`src/rtl/pc_sequencer.sv`:
```
// rtl/pc_sequencer.sv - program counter sequencer (IDLE/FETCH/EXEC/HALTED); irq path under PC_SEQ_IRQ_EN
module pc_sequencer #(
    parameter int               WIDTH     = 8,
    parameter logic [WIDTH-1:0] RESET_VEC = '0,
    parameter logic [WIDTH-1:0] IRQ_VEC   = 8'hF0
) (
    input  logic             clk,
    input  logic             reset,
    input  logic             start,
    input  logic             halt,
    input  logic             fetch_ack,
    input  logic             done,
    input  logic             jump,
    input  logic [WIDTH-1:0] jump_addr,
    input  logic             irq,
    output logic [WIDTH-1:0] pc,
    output logic             fetch_req,
    output logic             busy,
    output logic             halted,
    output logic             irq_ack,
    output logic [WIDTH-1:0] epc
);

    typedef enum logic [1:0] {
        IDLE   = 2'd0,
        FETCH  = 2'd1,
        EXEC   = 2'd2,
        HALTED = 2'd3
    } state_t;

    state_t           state, state_next;
    logic [WIDTH-1:0] pc_next, epc_next, pc_inc;
    logic             halt_pending, halt_pending_next;
    logic             irq_taken, irq_ack_next;

    assign pc_inc = pc + 1'b1;

`ifdef PC_SEQ_IRQ_EN
    assign irq_taken = irq;
`else
    logic unused_irq;
    assign unused_irq = irq;
    assign irq_taken  = 1'b0;
`endif

    always_comb begin
        state_next        = state;
        pc_next           = pc;
        epc_next          = epc;
        halt_pending_next = halt_pending;
        irq_ack_next      = 1'b0;
        case (state)
            IDLE: begin
                if (start && !halt) state_next = FETCH;
            end
            FETCH: begin
                if (halt) halt_pending_next = 1'b1;
                if (fetch_ack) state_next = EXEC;
            end
            EXEC: begin
                if (halt) halt_pending_next = 1'b1;
                if (done) begin
                    // irq beats jump beats sequential increment
                    if (irq_taken) begin
                        pc_next      = IRQ_VEC;
                        epc_next     = pc_inc;
                        irq_ack_next = 1'b1;
                    end else if (jump) begin
                        pc_next = jump_addr;
                    end else begin
                        pc_next = pc_inc;
                    end
                    if (halt || halt_pending) begin
                        state_next        = HALTED;
                        halt_pending_next = 1'b0;
                    end else begin
                        state_next = FETCH;
                    end
                end
            end
            HALTED: begin
                if (start && !halt) state_next = FETCH;
            end
            default: state_next = IDLE;
        endcase
    end

    always_ff @(posedge clk) begin
        if (reset) begin
            state        <= IDLE;
            pc           <= RESET_VEC;
            epc          <= '0;
            halt_pending <= 1'b0;
            irq_ack      <= 1'b0;
            fetch_req    <= 1'b0;
        end else begin
            state        <= state_next;
            pc           <= pc_next;
            epc          <= epc_next;
            halt_pending <= halt_pending_next;
            irq_ack      <= irq_ack_next;
            fetch_req    <= (state_next == FETCH);
        end
    end

    assign busy   = (state == FETCH) || (state == EXEC);
    assign halted = (state == HALTED);

endmodule

```
`config.mk`:
```
export PLATFORM = sky130hd
export DESIGN_NAME = pc_sequencer
export DESIGN_NICKNAME = d
export VERILOG_FILES = /design/src/rtl/pc_sequencer.sv
export SDC_FILE = /design/constraint.sdc
export NUM_CORES = 1
export LEC_CHECK = 0
export CAP_MARGIN = 20
export CORE_MARGIN = 1.5
export CORE_UTILIZATION = 43
export DETAILED_ROUTE_END_ITERATION = 7
export GPL_TIMING_DRIVEN = 0
export PLACE_DENSITY = 0.83
export SLEW_MARGIN = 0
export SYNTH_ARGS = -nofsm -noshare
export SYNTH_HDL_FRONTEND = slang
export SYNTH_SLANG_ARGS = --single-unit
```
`constraint.sdc`:
```
create_clock -name clk -period 2.13 [get_ports clk]
set_input_delay 0.426 -clock clk [delete_from_list [all_inputs] [get_ports clk]]
set_output_delay 0.426 -clock clk [all_outputs]
set_load 0.02 [all_outputs]
```
run_1/detail.png
Region (21, 21) to (46, 46) um. Cells in grey, sequential cells in the stronger grey; small squares are vias.
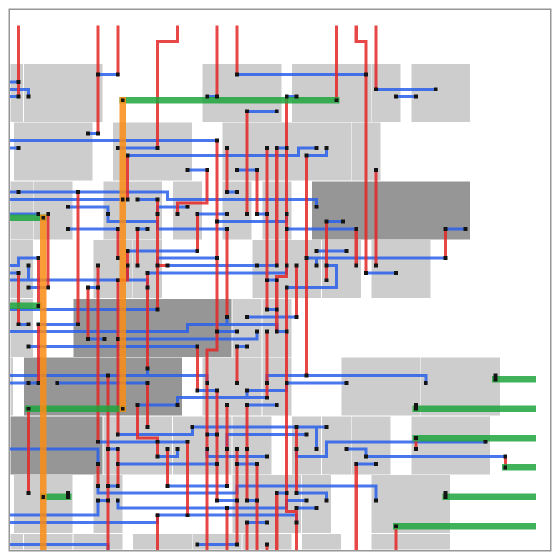
| colour | layer |
|---|---|
| red | metal 2 |
| green | metal 3 |
| orange | metal 4 |
| blue | metal 1 |
netlist names of flops here include: pc (4)
cells with their middle in the window: 41
most frequent: clkdlybuf4s50_1 (9), nand2_1 (8), dfxtp_1 (4)
sequential cells in the window: 4

run_1/congestion.png
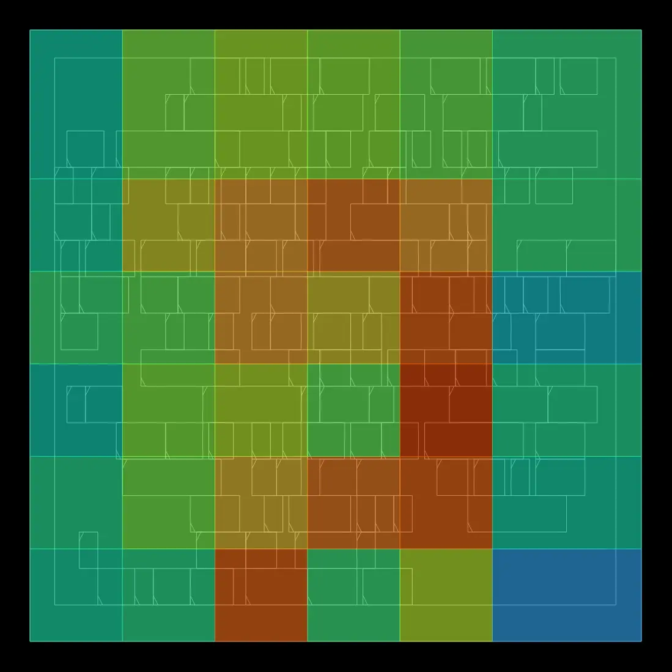
Tot GR Track Use: 20.3%
GRT met3 Usage: 3.97%

==> results.txt, run 1 <==
status - finished clean
max-cap violation count - 0
ANT cells - 0
Layout area overhead - 41.3%
unrepaired setup endpoints after global routing - no
Crit-path slowest cell - dfxtp_1
clock buffer count - 3
Buffers on Ports - 24
cell mode on critical path - inv_1
Simple-Gate Area Share - 20.7%
Switch Pwr - 0.261 mW
Core Region - 1710 um2
Seq share, synth - 30.8%
Final Slew Violations - 0
CP arrival - 1.53 ns
flop count - 12
hold depth - 2
reg2reg end - pc[7]
synth warn - 0
Wirelength per Cell - 11.7 um
first-pass GRT wire length - 3050 um
DR WL met2 - 826 um
Resized cells post-CTS - 1
critical path startpoint category - register
clk slew on worst S/H paths - 0.07 ns
Seq. pwr - 0.283 mW
logic share of the area - 42.4%
Post-Synthesis Cell Area - 781 um2
Signal buf overhead - 29.6%
Clock Sinks - 12
final std cells w/o fill - 160
HP Start - pc[0]
# hold bufs at CTS - 0
Critical path buffers and inverters - 3
Top cells excl fill/tap - 23 x clkdlybuf4s50_1, 13 x nand2_1, 12 x dfxtp_1, 10 x buf_4, 9 x conb_1
Die X - 45.6 um
most common cell after layout, fill and taps aside - clkdlybuf4s50_1
Post-synth mux share - 1.28%
Clock H-tree levels - 1
CTS Buf Count - 3
vias in the first global route - 713
clk tree area frac - 2.04%
HPWL Detailed - 1350 um
Setup Viol. Count Final - 0
Non-clk bufs - 37
max FFs per register - 8
Max clock buf depth - 2
NumNets Final - 157
setup slack, reg-to-reg - 0.55 ns
DRT antenna net count - 0
run_1/flops_by_reg.png
(10 px per um)
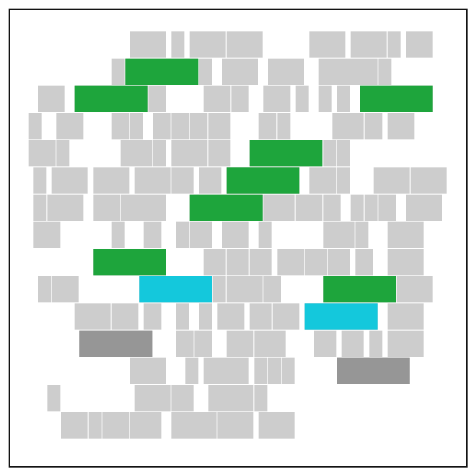
| colour | netlist name | sequential cells |
|---|---|---|
| green | pc | 8 |
| cyan | state | 2 |
not coloured: 2

==> run 1: synth_stat cells <==
master	count
dfxtp_1	12
buf_4	10
nor2b_1	1
a32o_1	1
nand3_1	1
inv_1	4
a21oi_1	7
nand2_2	1
a311oi_1	1
a22oi_1	1
and3_1	1
nand3_2	1
o2bb2ai_1	1
o311ai_0	1
a211oi_1	2
nand4_1	1
ha_1	4
o21ai_0	6
nor4_1	1
nand2_1	13
or3_1	1
o31ai_1	2
nand2b_1	1
o21a_1	1
clkbuf_2	1
o41ai_2	1
nor3_1	1
o22ai_1	2
and2_1	3
clkbuf_1	2
mux2i_1	1
a2bb2oi_1	1
conb_1	1
a22o_1	1
nor2_1	8
o211ai_1	1
a31oi_1	2
run_1/logic_types.png
(6 px per um)
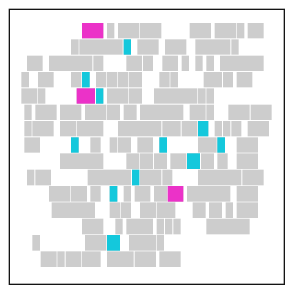

## Run 2: what changed since run 1
--- a/config.mk
+++ b/config.mk
@@ -10,7 +10,7 @@
 export CORE_UTILIZATION = 43
 export DETAILED_ROUTE_END_ITERATION = 7
 export GPL_TIMING_DRIVEN = 0
-export PLACE_DENSITY = 0.83
+export PLACE_DENSITY = 0.79
 export SLEW_MARGIN = 0
 export SYNTH_ARGS = -nofsm -noshare
 export SYNTH_HDL_FRONTEND = slang
run_2/logic_types.png
(6 px per um)
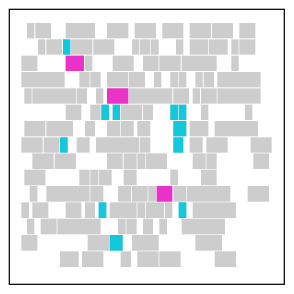
| colour | family | cells |
|---|---|---|
| magenta | non-inverting ao/oa cells | 3 |
| cyan | nor cells | 11 |

==> run 2 against run 1 <==
Effect of this change:
- die size unchanged
- combinational power about the same
- synthesized cell count unchanged
- first-iteration DRC count down 28%
- largest cell class unchanged
- largest power group unchanged
- highest routed layer unchanged
==> results.txt, run 2 <==
DR WL met2 - 947 um (+15%)
highest metal used - met4
Clock Sinks - 12 (unchanged)
Core Region - 1710 um2 (unchanged)
most common cell after layout, fill and taps aside - clkdlybuf4s50_1
Seq share, synth - 30.8% (unchanged)
Switch Pwr - 0.269 mW (+3.1%)
Die H - 45.6 um
hold depth - 2 (unchanged)
max-cap violation count - 0 (unchanged)
Seq. pwr - 0.282 mW (about the same)
Clock H-tree levels - 1 (unchanged)
ANT cells - 0 (unchanged)
ys flop type - dfxtp_1
Crit-path slowest cell - dfxtp_1
Int Pwr - 0.495 mW
GRT met3 Usage - 6.75% (+2.8 points)
clk slew on worst S/H paths - 0.08 ns (about the same)
HP Start - halt_pending
Setup Viol. Count Final - 0 (unchanged)
top cells by count, synth - 13 x nand2_1, 12 x dfxtp_1, 10 x buf_4
Die X - 45.6 um (unchanged)
Non-clk bufs - 37 (unchanged)
invs w/o clock - 4
setup slack, reg-to-reg - 0.56 ns (about the same)
Layout area overhead - 43.1%
status - finished clean
Post-synth EDFFs - 0 (unchanged)
Buffers on Ports - 24 (unchanged)
CP arrival - 1.52 ns (about the same)
clk tree area frac - 3.25% (+1.2 points)
Top cells excl fill/tap - 23 x clkdlybuf4s50_1, 13 x nand2_1, 12 x dfxtp_1, 10 x buf_4, 9 x conb_1
initial antenna violation count - 0
critical path startpoint category - register
Final Slew Violations - 0 (unchanged)
Post-synth mux share - 1.28% (unchanged)
Simple-Gate Area Share - 20.7% (unchanged)
vias in the first global route - 715 (+0.28%)
synth warn - 0 (unchanged)
clock buffer count - 4 (+1)
Critical path buffers and inverters - 3 (unchanged)
reg2reg end - pc[7]
CTS Buf Count - 3 (unchanged)
DRT antenna net count - 0 (unchanged)
biggest area cells - dfxtp_1 31%, buf_4 9.6%, ha_1 6.4%, nand2_1 6.3%, a21oi_1 4.5%
logic share of the area - 41.9% (-0.52 points)
flop count - 12 (unchanged)
first-pass GRT wire length - 2990 um (-1.8%)
Adder Share, Synth - 6.41%
final worst slack - 0.182 ns
NumNets Final - 157 (unchanged)
asr flop ratio synth - 0% (unchanged)
unrepaired setup endpoints after global routing - no
most common cell in the netlist - nand2_1
Post-Synthesis Cell Area - 781 um2 (unchanged)
Tot GR Track Use - 19.8% (-0.49 points)
Max clock buf depth - 2 (unchanged)
cell mode on critical path - inv_1
HPWL Detailed - 1420 um (+5.3%)
Mapped Avg Cell Area - 7.81 um2
max FFs per register - 8 (unchanged)
Final Hold Vio Count - 0
Biggest consumer - combinational cells
Signal buf overhead - 29.2% (-0.36 points)
P_clk - 0.190 mW
cell taking the most area after synthesis - dfxtp_1
run 2: netlist changes by cell type in the layout (fill, tap and decap cells not counted):
cell	change
clkbuf_8	+1
run 2: metrics by stage:
stage	power, mW	cells	cell area [um2]	util (%)	hold WS [ns]
global route	0.817	161	1120	65.4	0.551
global placement	0.576	157	1080	63.4	0.505
finish	0.765	161	1120	65.4	0.520
CTS	0.768	161	1120	65.4	0.525
detailed placement	0.587	157	1080	63.4	0.515
floorplan	0.476	108	811	-	0.495
run 2: repair_timing:
item / 4_1_cts / 5_1_grt
gates resized: 1 / 0
hold buffers: 0 / 0
setup endpoints to repair: 1 / 0
run_2/layer_met1.png
(6 px per um)
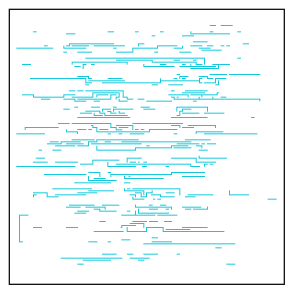

## Run 3: what changed since run 2
--- a/config.mk
+++ b/config.mk
@@ -6,7 +6,6 @@
 export NUM_CORES = 1
 export LEC_CHECK = 0
 export CAP_MARGIN = 20
-export CORE_MARGIN = 1.5
 export CORE_UTILIZATION = 43
 export DETAILED_ROUTE_END_ITERATION = 7
 export GPL_TIMING_DRIVEN = 0
run_3/layer_met1.png
(6 px per um)
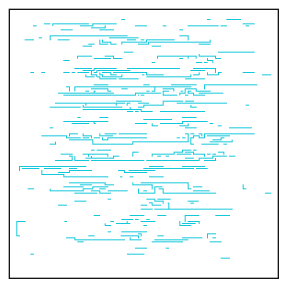
longest straight run: 19.3 um
wire length on this layer: 805 um

==> run 3 against run 2 <==
Effect of this change:
- via count is 0.74% lower
- wire length down 9.0%
- critical path depth unchanged
- largest cell class unchanged
- core utilization is 0.81 points lower
- setup slack better by 0.010 ns
- register-to-register slack hardly changed
- worst hold slack better by 0.0010 ns
- largest power group unchanged
==> results.txt, run 3 <==
asr flop ratio synth - 0% (unchanged)
Mapped Avg Cell Area - 7.81 um2 (unchanged)
CTS Buf Count - 3 (unchanged)
Resized cells post-CTS - 1 (unchanged)
crit path to - busy
Clock Sinks - 12 (unchanged)
Fin Setup TNS - 0 ns
fin util - 64.6% (-0.81 points)
Buffers on Ports - 24 (unchanged)
met2 global-route usage - 30.3%
max-cap violation count - 0 (unchanged)
setup slack, reg-to-reg - 0.57 ns (about the same)
Adder Share, Synth - 6.41% (unchanged)
DR WL met2 - 853 um (-9.9%)
Setup crit start - state[0]
# hold bufs at CTS - 0 (unchanged)
most common cell after layout, fill and taps aside - clkdlybuf4s50_1
final worst slack - 0.192 ns (+0.00999 ns)
Post-synth EDFFs - 0 (unchanged)
Top cells excl fill/tap - 23 x clkdlybuf4s50_1, 13 x nand2_1, 12 x dfxtp_1, 10 x buf_4, 9 x conb_1
Core Region - 1710 um2 (unchanged)
cell taking the most area after synthesis - dfxtp_1
Reg with most FFs - pc
GRT met3 Usage - 2.45% (-4.3 points)
first-pass GRT wire length - 2820 um (-5.7%)
ys flop type - dfxtp_1
highest metal used - met4
sequential power share - 39.7%
synth warn - 0 (unchanged)
Die X - 44.6 um (-2.2%)
max FFs per register - 8 (unchanged)
Clock H-tree levels - 1 (unchanged)
reg2reg end - pc[7]
initial antenna violation count - 0 (unchanged)
HPWL Detailed - 1310 um (-7.8%)
comb pwr - 0.291 mW
biggest area cells - dfxtp_1 31%, buf_4 9.6%, ha_1 6.4%, nand2_1 6.3%, a21oi_1 4.5%
pwr dens - 646 nW/um2
largest net degree at the start of global routing - 11
Int Pwr - 0.457 mW (-7.8%)
Crit. End Element - primary output
Seq share, synth - 30.8% (unchanged)
Crit-path slowest cell - dfxtp_1
cell mode on critical path - inv_1
RePlAce Congestion - 0.763
Logic pwr share - 40.8%
Max clock buf depth - 2 (unchanged)
critical path startpoint category - register
Tot GR Track Use - 18.9% (-0.91 points)
top cells by count, synth - 13 x nand2_1, 12 x dfxtp_1, 10 x buf_4
Biggest consumer - combinational cells
Switch Pwr - 0.256 mW (-4.9%)
Die H - 44.6 um (-2.2%)
NumNets Final - 157 (unchanged)
unrepaired setup endpoints after global routing - no
Post-Synthesis Cell Area - 781 um2 (unchanged)
hold_ws - 0.521 ns (+0.00103 ns)
final std cells w/o fill - 160 (-0.62%)
Final Hold Vio Count - 0 (unchanged)
global route overflow - 0
final period utilization - 91.0%
ao+oa area frac - 27.2%
Final Slew Violations - 0 (unchanged)
final wirelength - 1740 um
Simple-Gate Area Share - 20.7% (unchanged)
vias in the first global route - 665 (-7.0%)
status - finished clean
HP Start - halt_pending
DRT antenna net count - 0 (unchanged)
Setup Viol. Count Final - 0 (unchanged)
DRT Pass-1 Iters - 4
Layout area overhead - 41.3%
clk slew on worst S/H paths - 0.07 ns (about the same)
Seq cells post-synth - 12
hold depth - 2 (unchanged)
ANT cells - 0 (unchanged)
Post-synth mux share - 1.28% (unchanged)
FP Rows - 15
Seq. pwr - 0.283 mW (about the same)
P_clk - 0.139 mW (-27%)
Placed Cells - 157 (unchanged)
CP arrival - 1.51 ns (about the same)
most common cell in the netlist - nand2_1
clk_lat worst skew - 0.27 ns
run 3: cell counts after synthesis:
No cell type changed its count.
run 3: layout make-up:
cell class / instances / area, um2
Sequential cell: 12 / 240
Inverter: 4 / 15.0
Timing Repair Buffer: 24 / 239
Tap cell: 25 / 31.3
Buffer: 13 / 87.6
Clock buffer: 3 / 22.5
Multi-Input combinational cell: 79 / 468
Fill cell: 159 / 604
run 3: critical path, delay by kind of cell, from the launching register on:
kind                       cells  cell delay (ns)
adders and majority gates      1             0.31
buffers and inverters          3             0.53
DFF                            1             0.41
run 3: through the flow:
stage | power [mW] | instance area (um2)
after floorplan | 0.476 | 811
after global placement | 0.578 | 1080
after detailed placement | 0.586 | 1080
after CTS | 0.714 | 1100
after global routing | 0.767 | 1100
final | 0.713 | 1100
No activity file was given, so power comes from the tool's default toggle rates.
